### config.mk
export PLATFORM = sky130hd
export DESIGN_NAME = addsub_nibble_seq
export DESIGN_NICKNAME = d
export VERILOG_FILES = /design/src/rtl/addsub_nibble_seq.sv
export SDC_FILE = /design/constraint.sdc
export NUM_CORES = 1
export LEC_CHECK = 0
export CAP_MARGIN = 0
export CORE_AREA = 2 2 89 113
export DETAILED_ROUTE_END_ITERATION = 8
export DIE_AREA = 0 0 91 115
export PLACE_DENSITY = 0.53
export SLEW_MARGIN = 20
export SYNTH_ARGS = -nofsm -noshare
export SYNTH_HDL_FRONTEND = slang
export SYNTH_SLANG_ARGS = --single-unit
### constraint.sdc
create_clock -name clk -period 3.2 [get_ports clk]
set_input_delay 0.8 -clock clk [delete_from_list [all_inputs] [get_ports clk]]
set_output_delay 0.8 -clock clk [all_outputs]
set_load 0.02 [all_outputs]
### src/rtl/addsub_nibble_seq.sv
// Nibble-serial two's-complement add/subtract: one 4-bit slice reused over NIBBLES cycles.
// Optional signed-overflow output enabled by defining ADDSUB_SEQ_OVF_EN.
module addsub_nibble_seq #(
  parameter int unsigned NIBBLES = 4,
  localparam int unsigned W = 4 * NIBBLES
) (
  input  logic         clk,
  input  logic         rst,
  input  logic         start,
  input  logic         k,
  input  logic [W-1:0] a,
  input  logic [W-1:0] b,
  output logic         busy,
  output logic         done,
  output logic [W-1:0] s,
  output logic         cout,
  output logic         ovf
);

  localparam int unsigned IdxW = (NIBBLES > 1) ? $clog2(NIBBLES) : 1;

  typedef enum logic [0:0] {StIdle, StRun} state_e;

  state_e         state_q;
  logic [IdxW-1:0] idx_q;
  logic           carry_q;
  logic           k_q;
  logic [W-1:0]   a_q;
  logic [W-1:0]   b_q;
  logic [W-1:0]   work_q;

  logic [3:0]     nib_a;
  logic [3:0]     nib_b;
  logic [4:0]     slice_sum;
  logic [W-1:0]   work_d;
  logic           last;

  always_comb begin
    nib_a     = a_q[4*idx_q +: 4];
    nib_b     = b_q[4*idx_q +: 4] ^ {4{k_q}};
    slice_sum = {1'b0, nib_a} + {1'b0, nib_b} + {4'b0000, carry_q};
    // Result nibbles enter at the top and shift down, so after NIBBLES steps it is aligned.
    work_d    = {slice_sum[3:0], work_q[W-1:4]};
    last      = (idx_q == IdxW'(NIBBLES - 1));
  end

  always_ff @(posedge clk) begin
    if (rst) begin
      state_q <= StIdle;
      idx_q   <= '0;
      carry_q <= 1'b0;
      k_q     <= 1'b0;
      a_q     <= '0;
      b_q     <= '0;
      work_q  <= '0;
      busy    <= 1'b0;
      done    <= 1'b0;
      s       <= '0;
      cout    <= 1'b0;
    end else begin
      done <= 1'b0;
      unique case (state_q)
        StIdle: begin
          if (start) begin
            a_q     <= a;
            b_q     <= b;
            k_q     <= k;
            carry_q <= k;
            idx_q   <= '0;
            busy    <= 1'b1;
            state_q <= StRun;
          end
        end
        StRun: begin
          carry_q <= slice_sum[4];
          idx_q   <= idx_q + 1'b1;
          work_q  <= work_d;
          if (last) begin
            s       <= work_d;
            cout    <= slice_sum[4];
            done    <= 1'b1;
            busy    <= 1'b0;
            state_q <= StIdle;
          end
        end
        default: state_q <= StIdle;
      endcase
    end
  end

`ifdef ADDSUB_SEQ_OVF_EN
  logic ovf_q;

  // Carry into the MSB is recovered from the MSB sum bit and its two inputs.
  always_ff @(posedge clk) begin
    if (rst) begin
      ovf_q <= 1'b0;
    end else if (state_q == StRun && last) begin
      ovf_q <= (a_q[W-1] ^ b_q[W-1] ^ k_q ^ work_d[W-1]) ^ slice_sum[4];
    end
  end

  assign ovf = ovf_q;
`else
  assign ovf = 1'b0;
`endif

endmodule

Figure 1. Signal wires by layer.
Bar = 20 um.
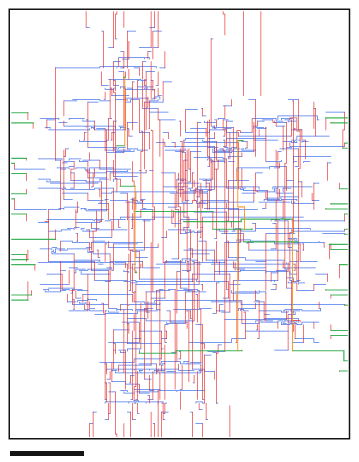
colour	layer	wire length
blue	metal 1	2580 um
green	metal 3	252 um
orange	metal 4	135 um
red	metal 2	2840 um
via count: 2079
drt wl/cell: 12.6 um
Post-Route WL: 5810 um

Figure 2. Gate families picked out.
Bar = 20 um.
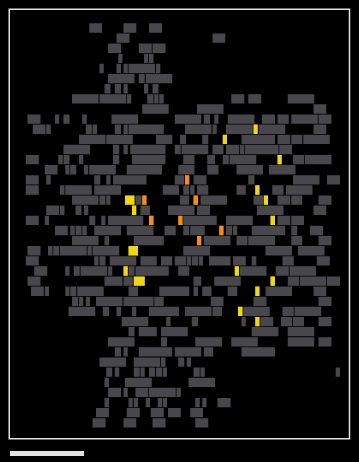
colour	family	cells	most used
orange	inverters	7	inv_1
yellow	NOR gates	16	nor2_1
final std cells w/o fill: 463
multi-input combinational area share: 0.340

Figure 3. Placed standard cells.
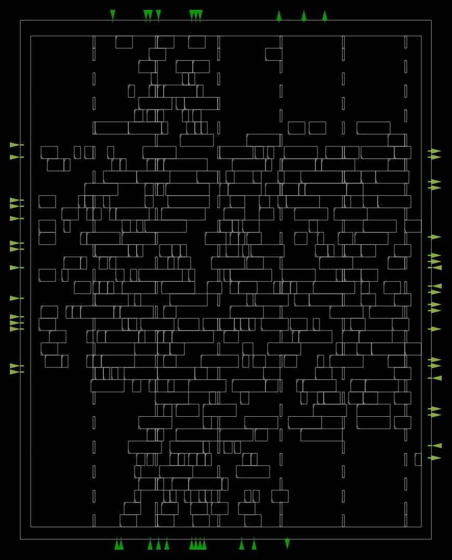
flop count: 68
row count: 40
Tap Cells: 126

==> results.py <==
# Auto-generated metrics
metrics = {
    "timing": {
        "hold_violations": 0,
        "worstMarginPinSlew_ns": 0.848,
        "holdWs_ns": 0.448,
        "finClkSkew_ns": 0.00239,
        "rsz0062_at_grt": "false",
        "finalSetupViolCount": 0,
        "relSlewSlack": 0.434,
    },
    "finish": {
        "nets": 375,
        "buf_share": 0.160,
        "drive_above_1_share": 0.0861,
        "clkbuf_count": 13,
        "antennaDiodeCount": 0,
        "fin_area_mm2": 0.00363,
        "syn_to_final_growth_pct": 31.9,
        "reg_top3": "a_q x16, b_q x16, s x16",
        "fillers": 994,
        "lay_top_count": "nand2_1",
        "n_all_buffers": 60,
        "largestClassByArea": "registers",
        "final-clk-cell-share": 0.0745,
    },
    "synth": {
        "top_cell": "nand2_1",
        "yosys-top-cells-count": "71 x nand2_1, 68 x dfxtp_1, 38 x a21oi_1, 13 x a22o_1, 13 x nor2_1",
        "syn_nets": 326,
        "xor_area_frac": 0.0159,
        "top_area_frac": 0.495,
        "synthAoiAreaFrac": 0.147,
        "syn_area_mm2": 0.00275,
        "ys_sh_simple": 0.142,
        "topCombFamilyByArea": "AND-OR/OR-AND gates",
        "top_cells_by_area": "dfxtp_1 49%, nand2_1 9.7%, a21oi_1 6.9%",
        "top_area_cell": "dfxtp_1",
        "yosysCellCount": 284,
        "ys_ff": 68,
    },
    "pwr": {
        "finalPower_uw": 1990,
        "power.share.clock": 0.443,
        "net-switching-power_uw": 445,
        "p_clk_uw": 882,
        "p_seq_uw": 913,
        "power.density_mw_per_mm2": 549,
    },
    "routing": {
        "drtIter0Drc": 51,
        "met2_length_um": 2840,
        "drtPass1Iterations": 4,
        "viasPerCell": 4.49,
        "top_layer_used": "met4",
        "dr_wl_met3_um": 251,
        "wl_met1_um": 2580,
    },
    "floorplanning": {
        "die_area_mm2": 0.0105,
        "fp_util": 0.292,
        "io_pins": 56,
        "fp.dieW_um": 91,
        "core_mm2": 0.00941,
    },
    "setup_path": {
        "cp_slowest_cell": "mux4_2",
        "rr_startpoint": "idx_q[0]",
        "r2r_slack_ns": 0.63,
        "crit_path_start_kind": "register",
        "path_depth": 8,
        "worst_setup_path_end_kind": "register",
        "crit_required_ns": 3.37,
        "rr_endpoint": "carry_q",
    },
    "global_routing": {
        "grt_max_degree": 34,
        "use_met1": 0.141,
        "grt_pass1_vias": 2043,
        "antenna_found_initial": 0,
        "grt_pass1_wl_um": 9780,
    },
    "placed_design": {
        "port_buffers": 54,
        "dp_hpwl_um": 4240,
        "dpl_cell_area_mm2": 0.00336,
        "place_ws_ns": 0.595,
    },
    "run": {
        "openroad.warnings": 26,
    },
    "clock_tree": {
        "h-tree-depth": 3,
        "postCtsSetupBuffers": 0,
        "ctsResizeCount": 0,
        "cts_root_buffer": "clkbuf_16",
    },
    "min_path": {
        "worstHoldPathCells": 2,
    },
    "run_status": {
        "status": "finished, final reports clean",
    },
}
Power is estimated from default activity; no workload was simulated.
